[config.mk]
export PLATFORM = sky130hd
export DESIGN_NAME = daq_readout_arbiter
export DESIGN_NICKNAME = d
export VERILOG_FILES = /design/src/rtl/daq_pkg.sv /design/src/rtl/daq_readout_arbiter_rr_pick.sv /design/src/rtl/daq_readout_arbiter.sv
export SDC_FILE = /design/constraint.sdc
export NUM_CORES = 1
export LEC_CHECK = 0
export ABC_AREA = 1
export CAP_MARGIN = 25
export CORE_MARGIN = 2
export CORE_UTILIZATION = 52
export DETAILED_ROUTE_END_ITERATION = 10
export PLACE_DENSITY = 0.87
export SLEW_MARGIN = 15
export SYNTH_ARGS = -nofsm -noshare
export SYNTH_HDL_FRONTEND = slang
export SYNTH_SLANG_ARGS = --single-unit
[constraint.sdc]
create_clock -name RCLK -period 5.7 [get_ports RCLK]
set_clock_uncertainty 0.15 [all_clocks]
set_input_delay 0.57 -clock RCLK [delete_from_list [all_inputs] [get_ports RCLK]]
set_output_delay 0.57 -clock RCLK [all_outputs]
set_load 0.1 [all_outputs]
[src/rtl/daq_pkg.sv]
// Shared definitions for the DAQ readout schedulers: state encoding,
// link word width and default overrun-protection limits.
package daq_pkg;

  // Scheduler state encoding
  localparam logic [1:0] STATE_IDLE  = 2'd0;
  localparam logic [1:0] STATE_GRANT = 2'd1;
  localparam logic [1:0] STATE_XFER  = 2'd2;
  localparam logic [1:0] STATE_GAP   = 2'd3;

  typedef enum logic [1:0] {
    ST_IDLE  = STATE_IDLE,
    ST_GRANT = STATE_GRANT,
    ST_XFER  = STATE_XFER,
    ST_GAP   = STATE_GAP
  } daq_state_e;

  // Link and counter widths
  localparam int LINK_W   = 16;
  localparam int WCNT_W   = 12;
  localparam int TMR_W    = 8;
  localparam int GAPC_W   = 8;
  localparam int CH_IDX_W = 3;

  // Default limits: 32 samples x 100-word frames, idle timeout, link dead time
  localparam int DEF_MAX_WORDS = 3200;
  localparam int DEF_TMO_CYC   = 255;
  localparam int DEF_GAP_CYC   = 4;

endpackage

[src/rtl/daq_readout_arbiter_rr_pick.sv]
// Combinational round-robin priority encoder. Scans requests starting
// one above the last-served channel and wraps, so every requester is
// reached within NCH decisions.
module rr_pick
  import daq_pkg::*;
#(
  parameter int NCH = 4
) (
  input  logic [NCH-1:0]      req,
  input  logic [CH_IDX_W-1:0] ptr,
  output logic [NCH-1:0]      gnt_oh,
  output logic [CH_IDX_W-1:0] idx,
  output logic                any
);

  // First requester at distance 1..NCH above ptr wins
  always_comb begin
    gnt_oh = '0;
    idx    = '0;
    any    = 1'b0;
    for (int off = 1; off <= NCH; off++) begin
      for (int ch = 0; ch < NCH; ch++) begin
        if (!any && req[ch] && (((int'(ptr) + off) % NCH) == ch)) begin
          gnt_oh[ch] = 1'b1;
          idx        = CH_IDX_W'(ch);
          any        = 1'b1;
        end else begin
          any = any;
        end
      end
    end
  end

endmodule

[src/rtl/daq_readout_arbiter.sv]
// Round-robin scheduler sharing one 16-bit DAQ link between NCH readout
// FIFO channels. Forwards the granted channel's word stream with one
// cycle of latency and protects the link against stalled or runaway
// channels with an idle timeout and a per-grant word limit.
module daq_readout_arbiter
  import daq_pkg::*;
#(
  parameter int NCH       = 4,
  parameter int MAX_WORDS = DEF_MAX_WORDS,
  parameter int TMO_CYC   = DEF_TMO_CYC,
  parameter int GAP_CYC   = DEF_GAP_CYC
) (
  input  logic                  RCLK,
  input  logic                  RST_B,
  input  logic                  EN,
  input  logic [NCH-1:0]        REQ,
  input  logic [LINK_W*NCH-1:0] DIN,
  input  logic [NCH-1:0]        DV_IN,
  input  logic [NCH-1:0]        LAST_IN,
  output logic [NCH-1:0]        GNT,
  output logic [LINK_W-1:0]     DOUT,
  output logic                  DVALID,
  output logic                  LAST_WRD,
  output logic [CH_IDX_W-1:0]   ACTIVE_CH,
  output logic                  BUSY,
  output logic                  TMO_ERR,
  output logic                  OVR_ERR
);

  daq_state_e            state_r, state_n;
  logic [CH_IDX_W-1:0]   ptr_r, ptr_n;
  logic [NCH-1:0]        gnt_r, gnt_n;
  logic [CH_IDX_W-1:0]   active_ch_r, active_ch_n;
  logic [LINK_W-1:0]     dout_r, dout_n;
  logic                  dvalid_r, dvalid_n;
  logic                  last_r, last_n;
  logic                  busy_r, busy_n;
  logic                  tmo_r, tmo_n;
  logic                  ovr_r, ovr_n;
  logic [WCNT_W-1:0]     word_cnt_r, word_cnt_n;
  logic [TMR_W-1:0]      timer_r, timer_n;
  logic [GAPC_W-1:0]     gap_cnt_r, gap_cnt_n;

  logic [NCH-1:0]        pick_oh_s;
  logic [CH_IDX_W-1:0]   pick_idx_s;
  logic                  pick_any_s;
  logic                  dv_sel_s;
  logic                  last_sel_s;
  logic [LINK_W-1:0]     din_sel_s;
  logic [WCNT_W-1:0]     cnt_inc_s;

  rr_pick #(
    .NCH (NCH)
  ) u_rr_pick (
    .req    (REQ),
    .ptr    (ptr_r),
    .gnt_oh (pick_oh_s),
    .idx    (pick_idx_s),
    .any    (pick_any_s)
  );

  // Granted channel's strobes; masking by the grant ignores all other channels
  assign dv_sel_s   = |(DV_IN & gnt_r);
  assign last_sel_s = |(LAST_IN & gnt_r);

  // One-hot AND-OR mux of the granted channel's data word
  always_comb begin
    din_sel_s = '0;
    for (int ch = 0; ch < NCH; ch++) begin
      din_sel_s = din_sel_s | (DIN[LINK_W*ch +: LINK_W] & {LINK_W{gnt_r[ch]}});
    end
  end

  // Next-state and next-output decision for the scheduler
  always_comb begin
    state_n     = state_r;
    ptr_n       = ptr_r;
    gnt_n       = gnt_r;
    active_ch_n = active_ch_r;
    dout_n      = dout_r;
    dvalid_n    = 1'b0;
    last_n      = 1'b0;
    tmo_n       = 1'b0;
    ovr_n       = 1'b0;
    word_cnt_n  = word_cnt_r;
    timer_n     = timer_r;
    gap_cnt_n   = '0;
    cnt_inc_s   = word_cnt_r + 12'd1;

    case (state_r)
      ST_IDLE: begin
        if (EN && pick_any_s) begin
          state_n     = ST_GRANT;
          gnt_n       = pick_oh_s;
          active_ch_n = pick_idx_s;
          ptr_n       = pick_idx_s;
          word_cnt_n  = '0;
          timer_n     = '0;
        end else begin
          state_n = ST_IDLE;
        end
      end

      ST_GRANT, ST_XFER: begin
        if (dv_sel_s) begin
          dout_n     = din_sel_s;
          dvalid_n   = 1'b1;
          word_cnt_n = cnt_inc_s;
          timer_n    = '0;
          // A genuine end of frame takes precedence over truncation
          if (last_sel_s) begin
            last_n  = 1'b1;
            gnt_n   = '0;
            state_n = ST_GAP;
          end else if (cnt_inc_s == WCNT_W'(MAX_WORDS)) begin
            last_n  = 1'b1;
            ovr_n   = 1'b1;
            gnt_n   = '0;
            state_n = ST_GAP;
          end else begin
            state_n = ST_XFER;
          end
        end else if (timer_r == TMR_W'(TMO_CYC - 1)) begin
          tmo_n   = 1'b1;
          gnt_n   = '0;
          state_n = ST_GAP;
        end else begin
          timer_n = timer_r + 8'd1;
        end
      end

      ST_GAP: begin
        gnt_n      = '0;
        word_cnt_n = '0;
        timer_n    = '0;
        if (gap_cnt_r == GAPC_W'(GAP_CYC - 1)) begin
          state_n = ST_IDLE;
        end else begin
          gap_cnt_n = gap_cnt_r + 8'd1;
        end
      end

      default: begin
        state_n = ST_IDLE;
        gnt_n   = '0;
      end
    endcase

    busy_n = (state_n != ST_IDLE);
  end

  // State and registered outputs; reset drops the grant immediately
  always_ff @(posedge RCLK or negedge RST_B) begin
    if (!RST_B) begin
      state_r     <= ST_IDLE;
      ptr_r       <= CH_IDX_W'(NCH - 1);
      gnt_r       <= '0;
      active_ch_r <= '0;
      dout_r      <= '0;
      dvalid_r    <= 1'b0;
      last_r      <= 1'b0;
      busy_r      <= 1'b0;
      tmo_r       <= 1'b0;
      ovr_r       <= 1'b0;
      word_cnt_r  <= '0;
      timer_r     <= '0;
      gap_cnt_r   <= '0;
    end else begin
      state_r     <= state_n;
      ptr_r       <= ptr_n;
      gnt_r       <= gnt_n;
      active_ch_r <= active_ch_n;
      dout_r      <= dout_n;
      dvalid_r    <= dvalid_n;
      last_r      <= last_n;
      busy_r      <= busy_n;
      tmo_r       <= tmo_n;
      ovr_r       <= ovr_n;
      word_cnt_r  <= word_cnt_n;
      timer_r     <= timer_n;
      gap_cnt_r   <= gap_cnt_n;
    end
  end

  assign GNT       = gnt_r;
  assign DOUT      = dout_r;
  assign DVALID    = dvalid_r;
  assign LAST_WRD  = last_r;
  assign ACTIVE_CH = active_ch_r;
  assign BUSY      = busy_r;
  assign TMO_ERR   = tmo_r;
  assign OVR_ERR   = ovr_r;

endmodule

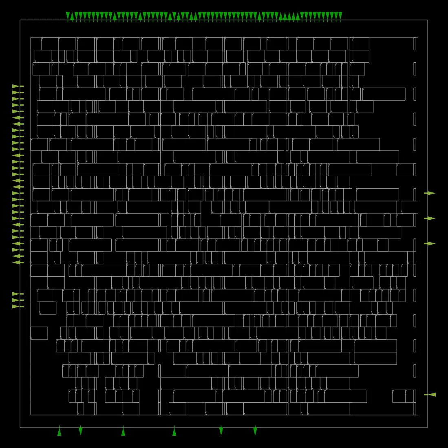
**Above:** run 1 (placed standard cells).
row count: 30
Well Taps: 96
Util after Layout: 72.9%

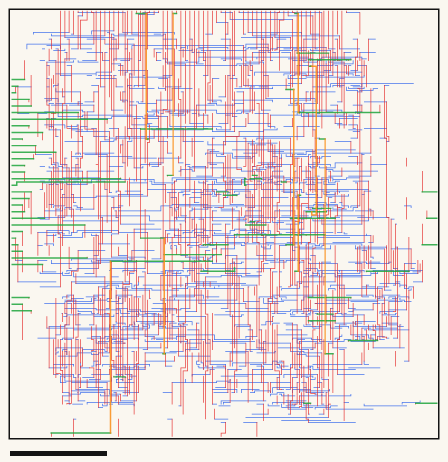
**Above:** run 1 (routed metal, one color a layer).
The bar under the picture is 20 um long.
| color | layer | wire length |
|---|---|---|
| orange | metal 4 | 264 um |
| red | metal 2 | 4900 um |
| blue | metal 1 | 4160 um |
| green | metal 3 | 418 um |

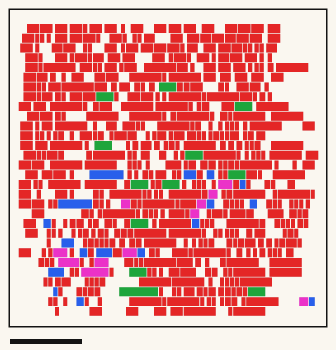
**Above:** run 1 (cells by drive strength).
The bar under the picture is 20 um long.
| color | size | cells | share | most used |
|---|---|---|---|---|
| green | _6 and larger | 12 | 2.0% | clkbuf_8 |
| red | _0 and _1 cells | 569 | 93% | nand2_1 |
| magenta | _3 and _4 cells | 11 | 1.8% | buf_4 |
| blue | _2 cells | 17 | 2.8% | nand2_2 |

==> summary.txt, run 1 <==
yosys synthesis chip area - 0.00368 mm2
dpl hpwl - 7160 um
met3 wire len - 417 um
critical register-to-register path startpoint - word_cnt_r[0]
XOR Share, Synth - 2.14%
CP top delay family - buffers and inverters
Synth Register Bits - 59
multi-input gate share of total cell area - 37.9%
R2R Path End - GNT[3]
post-cts sizing count - 0
Cell Count, Final, Fillers Out - 705
gr busiest metal - met2
maximum fanout along the worst path - 20
max cap viols - 0
ys cells - 502
DRT iter0 DRCs - 222
Reg2Reg Depth - 15
chip area - 0.00776 mm2
gr usage total - 26.3%
Seq pwr share - 25.1%
Top cell area share - 38.8%
Top cell excl fill/tap - nand2_1
Peak VDD IR - 504 uV
count of library flops with an enable pin - 0
first-pass GRT wire length - 15900 um
Tmin final - 3.18 ns
global routing usage on met2 - 44.0%
Seq/total area - 29.7%
aoi/oai-family share of the synthesized area - 9.42%
final wirelength - 9750 um
count of final setup violators - 0
setup TNS - 0 ns
Sw Ratio - 53.4%
Post-synth top cells - nand2_1, dfrtp_1, inv_1
Layout area overhead - 35.4%
vias - 3740
hold_ws - 0.232 ns
area fraction in and, or, nand and nor cells - 36.8%
CTS Root Cell - clkbuf_8
Critical Path Source Type - register
Hold Buf Count CTS - 0
Critical Path, Cell by Cell - clkdlybuf4s50_1
Ports - 107
drc violations - 0
Data buffer area share - 21.8%
Clock power frac - 15.5%
clk tree area frac - 3.89%
Placed Cells - 690
die height - 88.1 um
TritonCTS Buffers - 9
post-synthesis adder-cell area fraction - 2.72%
FMAX - 315 MHz
CLK BUF - 13
Required @ worst endpoint - 4.98 ns
DR WL met2 - 4900 um
layout net count - 692
invs w/o clock - 58
clk buf depth - 2
fill count - 551
Syn Inst Count - 502
slack of the critical path - 2.52 ns
nonclk buf count - 110
Most common reg cell - dfrtp_1
H-tree level count - 3
run status - complete, no violations
fraction of registers with async set/reset - 100%
top sig layer - met4
Worst-Margin Slew - 1.02 ns
clock-pin slew on the worst setup and hold paths - 0.06 ns
Top cells excl fill/tap - nand2_1, clkdlybuf4s50_1, dfrtp_1, inv_1, nor2_1
Synth top cell by count - nand2_1
# port buffers - 105
synthesized cell area - 0.00368 mm2
YS warnings - 0
Core ar. - 0.00683 mm2
flop-to-flop setup slack - 2.95 ns
Power per Cell Area - 490 mW/mm2
relative slew slack - 31.9%
clk_lat worst skew - 0.34 ns
unrepaired setup endpoints after global routing - no
Post-DP Area - 0.00479 mm2
CTS tree - yes
crit path capture type - output pin
clk pwr - 377 uW
Area-dominant class - combinational gates
post-CTS setup buffers - 0
initial antenna violation count - 0
**Run 1: signal wires on met3**

The bar under the picture is 20 um long.
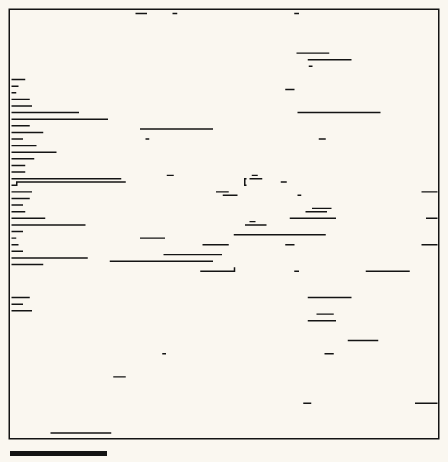

==> run 2, diff against run 1 <==
CORE_UTILIZATION = 48   (was 52)
PLACE_DENSITY = 0.81   (was 0.87)
clock period = 3.29 ns   (was 5.7 ns; I/O delays follow)
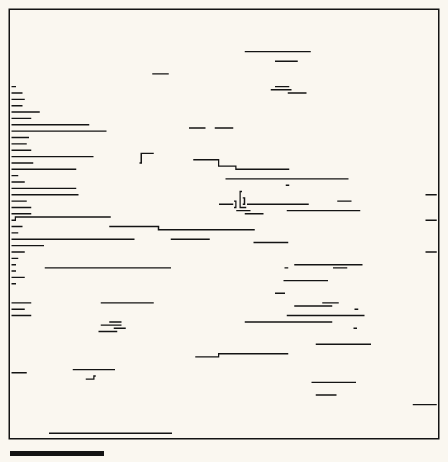
**Above:** run 2 (signal wires on met3).
The bar under the picture is 20 um long.
share of all routed wire: 6.4%
longest straight run: 26.7 um

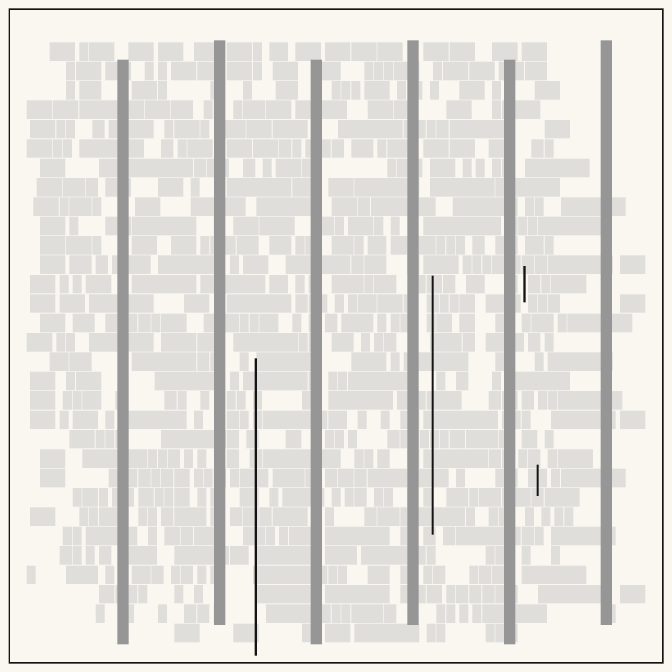
**Above:** run 2 (metal 4).
Supply wires on this layer in gray.
wire length on this layer: 86.4 um
longest straight run: 41.5 um
share of all routed wire: 0.88%
nets with wire on the layer: 4
main direction: vertical

==> run 2 against run 1 <==
  * Die area rose by 7.9%
  * Critical path depth up 13
  * Clock-buffer cell count down 2
  * Sequential power is 73% higher
  * First-iteration DRC count is 21% lower
  * Worst setup slack got worse by 1.9 ns
  * Utilization decreased by 4.5 points
  * Largest power group unchanged
  * Non-clock buffer count increased by 1
==> summary.txt, run 2 <==
run status - complete, no violations
final worst path period share - 82.2%
# port buffers - 105 (unchanged)
Layout area overhead - 36.4%
multi-input gate share of total cell area - 37.6% (-0.27 points)
Top cells excl fill/tap - nand2_1, clkdlybuf4s50_1, dfrtp_1, inv_1, nor2_1
R2R Path End - word_cnt_r[9]
die height - 91.5 um (+3.9%)
DRT iter0 DRCs - 176 (-21%)
Area-dominant class - combinational gates
Critical Path Source Type - register
Reg2Reg Depth - 14 (-1)
initial antenna violation count - 0 (unchanged)
vias - 3702 (-1.0%)
clk buf depth - 2 (unchanged)
Worst Path Buf+Inv - 1
Post-DP Area - 0.00478 mm2 (-0.13%)
Synth top cell by count - nand2_1
Util after Layout - 68.4% (-4.5 points)
Tmin final - 2.70 ns
CTS tree - yes
fill count - 618 (+12%)
Data buffer area share - 21.6% (-0.16 points)
count of different cell masters after synthesis - 37
GPL Wtd Cong - 0.918
Seq/total area - 29.5% (-0.21 points)
ys cells - 502 (unchanged)
Hold Buf Count CTS - 1 (+1)
Top cell excl fill/tap - nand2_1
Hold Path Depth - 1
Post-synth top cells - nand2_1, dfrtp_1, inv_1
Core ar. - 0.00733 mm2 (+7.3%)
Synth Register Bits - 59 (unchanged)
critical register-to-register path startpoint - ptr_r[1]
Peak VDD IR - 652 uV (+29%)
clk_lat worst skew - 0.35 ns (about the same)
count of library flops with an enable pin - 0 (unchanged)
row count - 31 (+3.3%)
crit path capture type - register
setup TNS - 0 ns (unchanged)
post-cts sizing count - 0 (unchanged)
count of final setup violators - 0 (unchanged)
CTS Root Cell - clkbuf_8
Placed Cells - 693 (+0.43%)
final wirelength - 9810 um (+0.62%)
final hold vios - 0
layout net count - 693 (+0.14%)
gr busiest metal - met2
CP top delay family - simple AND/OR/NAND/NOR gates
Most common reg cell - dfrtp_1
Critical Path, Cell by Cell - inv_1 > nand3_1 > nand3_2 > nor3_4 > nand4_2 > nor2_4 > nand4_4 > nor2_4 > nand4_2 > nand2_2 > nand2_4 > nand2_4 > nand2_1 > nand2_1
Clock power frac - 17.5% (+2.0 points)
max cap viols - 0 (unchanged)
M1 GR Usage - 30.9%
dpl hpwl - 7350 um (+2.7%)
Worst-Margin Slew - 1.02 ns (+0.00582 ns)
Well Taps - 99 (+3.1%)
synthesized cell area - 0.00368 mm2 (unchanged)
maximum fanout along the worst path - 27 (+35%)
Ports - 107 (unchanged)
clk pwr - 756 uW (+100%)
top sig layer - met4
Top cell area share - 38.8% (unchanged)
drc violations - 0 (unchanged)
slowest cell on the critical path - dfstp_2
CLK BUF - 11 (-2)
Seq pwr share - 24.7% (-0.4 points)
post-synthesis adder-cell area fraction - 2.72% (unchanged)
MI comb cells - 367
Power per Cell Area - 859 mW/mm2 (+75%)
post-CTS setup buffers - 0 (unchanged)
TritonCTS Buffers - 9 (unchanged)
global routing usage on met2 - 39.3% (-4.7 points)
nonclk buf count - 111 (+0.91%)
Cell Count, Final, Fillers Out - 710 (+0.71%)
Pleak - 0.00235 uW
yosys synthesis chip area - 0.00368 mm2 (unchanged)
DR WL met2 - 4820 um (-1.7%)
chip area - 0.00838 mm2 (+7.9%)
pre-CTS setup slack - 0.431 ns
Required @ worst endpoint - 3.42 ns (-1.56 ns)
flop-to-flop setup slack - 0.59 ns (-2.36 ns)
XOR Share, Synth - 2.14% (unchanged)
H-tree level count - 3 (unchanged)
invs w/o clock - 58 (unchanged)
fraction of registers with async set/reset - 100% (unchanged)
syn avg cell area - 7.33 um2
hold_ws - 0.318 ns (+0.0869 ns)
aoi/oai-family share of the synthesized area - 9.42% (unchanged)
gr usage total - 24.3% (-2.0 points)
Tool Warnings - 30
fp util - 50.2%
Sw Ratio - 52.6% (-0.82 points)
net switching power figure - 2270 uW
clock-pin slew on the worst setup and hold paths - 0.07 ns (about the same)
YS warnings - 0 (unchanged)
first-pass GRT wire length - 16400 um (+3.2%)
Largest logic family - simple AND/OR/NAND/NOR gates
clk tree area frac - 4.51% (+0.62 points)
relative slew slack - 31.5% (-0.39 points)
area fraction in and, or, nand and nor cells - 36.8% (unchanged)
met3 wire len - 625 um (+50%)
CTS sink count - 59
unrepaired setup endpoints after global routing - no
Syn Inst Count - 502 (unchanged)
slack of the critical path - 0.586 ns (-1.94 ns)
HP Start - gap_cnt_r[0]
FMAX - 370 MHz
**Run 2: cells by drive strength**

The bar under the picture is 20 um long.
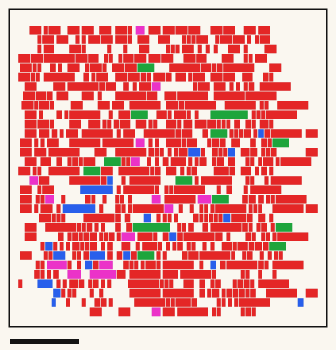

==> run 3, diff against run 2 <==
clock period = 2.5 ns   (was 3.29 ns; I/O delays follow)
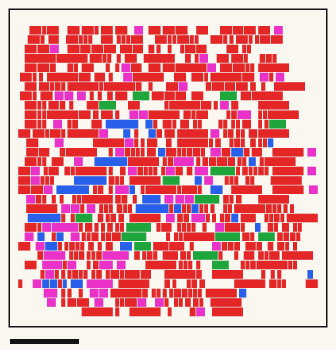
**Above:** run 3 (cells by drive strength).
The bar under the picture is 20 um long.
| color | size | cells | share | most used |
|---|---|---|---|---|
| magenta | _3 and _4 cells | 70 | 11% | buf_4 |
| blue | _2 cells | 31 | 4.9% | nand2_2 |
| green | _6 and larger | 15 | 2.4% | clkbuf_8 |
| red | _0 and _1 cells | 521 | 82% | nand2_1 |

==> run 3 against run 2 <==
  * The run now ends with negative setup slack left
  * Worst setup slack worse by 0.59 ns
  * Routed wire length is 11% higher
  * Clock-buffer cell count is 2 lower
  * Largest cell class unchanged
==> summary.txt, run 3 <==
drc violations - 0 (unchanged)
met3 wire len - 636 um (+1.8%)
run status - complete, but fails checks
Largest logic family - simple AND/OR/NAND/NOR gates
Layout area overhead - 43.4%
unrepaired setup endpoints after global routing - yes
max cap viols - 0 (unchanged)
Post-synth top cells - nand2_1, dfrtp_1, inv_1
critical register-to-register path startpoint - ptr_r[0]
setup TNS - -0.00767 ns (-0.00767 ns)
aoi/oai-family share of the synthesized area - 9.42% (unchanged)
fill count - 571 (-7.6%)
Pleak - 0.00250 uW (+6.4%)
count of library flops with an enable pin - 0 (unchanged)
CTS tree - yes
slowest cell on the critical path - dfstp_2
multi-input gate share of total cell area - 39.0% (+1.4 points)
DRT iter0 DRCs - 222 (+26%)
Seq/total area - 28.1% (-1.3 points)
CLK BUF - 9 (-2)
layout net count - 719 (+3.8%)
FMAX - 399 MHz (+7.9%)
Worst-Margin Slew - 0.608 ns (-0.417 ns)
Synth top cell by count - nand2_1
TritonCTS Buffers - 9 (unchanged)
failing checks - negative setup slack
# port buffers - 105 (unchanged)
Peak VDD IR - 921 uV (+41%)
Top cells excl fill/tap - nand2_1, clkdlybuf4s50_1, inv_1
YS warnings - 0 (unchanged)
slack of the critical path - -0.00695 ns (-0.592 ns)
Most common reg cell - dfrtp_1
Tmin final - 2.51 ns (-0.198 ns)
post-cts sizing count - 5 (+5)
Well Taps - 99 (unchanged)
Synth Register Bits - 59 (unchanged)
final wirelength - 10900 um (+11%)
Top cell excl fill/tap - nand2_1
net switching power figure - 3200 uW (+41%)
top sig layer - met4
clk buf depth - 2 (unchanged)
final worst path period share - 100% (+18 points)
Syn Inst Count - 502 (unchanged)
count of different cell masters after synthesis - 37 (unchanged)
first-pass GRT wire length - 17000 um (+4.1%)
MI comb cells - 370 (+0.82%)
clock-pin slew on the worst setup and hold paths - 0.07 ns (about the same)
ys cells - 502 (unchanged)
vias - 3876 (+4.7%)
yosys synthesis chip area - 0.00368 mm2 (unchanged)
post-synthesis adder-cell area fraction - 2.72% (unchanged)
CTS sink count - 59 (unchanged)
Post-DP Area - 0.00487 mm2 (+1.9%)
Area-dominant class - combinational gates
Worst Path Buf+Inv - 0 (-1)
clk tree area frac - 3.20% (-1.3 points)
flop-to-flop setup slack - -0.007 ns (-0.59 ns)
invs w/o clock - 58 (unchanged)
XOR Share, Synth - 2.14% (unchanged)
relative slew slack - 59.5% (+28 points)
post-CTS setup buffers - 2 (+2)
GPL Wtd Cong - 1.00 (+9.1%)
initial antenna violation count - 0 (unchanged)
Critical Path, Cell by Cell - nor2_2 > nand2_2 > nand3_4 > nor3_4 > nand4_4 > nor2_4 > nand4_4 > nor2_4 > nand4_4 > nand2_8 > nand2_8 > nand2_4 > nand2_1 > nand2_1
Core ar. - 0.00733 mm2 (unchanged)
fraction of registers with async set/reset - 100% (unchanged)
syn avg cell area - 7.33 um2 (unchanged)
area fraction in and, or, nand and nor cells - 36.8% (unchanged)
synthesized cell area - 0.00368 mm2 (unchanged)
gr usage total - 25.4% (+1.1 points)
CTS Root Cell - clkbuf_8
Critical Path Source Type - register
count of final setup violators - 2 (+2)
die height - 91.5 um (unchanged)
Tool Warnings - 31 (+3.3%)
pre-CTS setup slack - -0.0900 ns (-0.521 ns)
Reg2Reg Depth - 14 (unchanged)
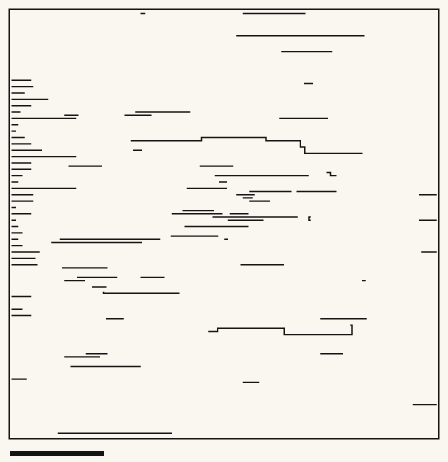
**Above:** run 3 (signal wires on met3).
The bar under the picture is 20 um long.
longest straight run: 27.1 um
main direction: horizontal
share of all routed wire: 5.9%
wire length on this layer: 636 um

No activity file was given, so power comes from the tool's default toggle rates.
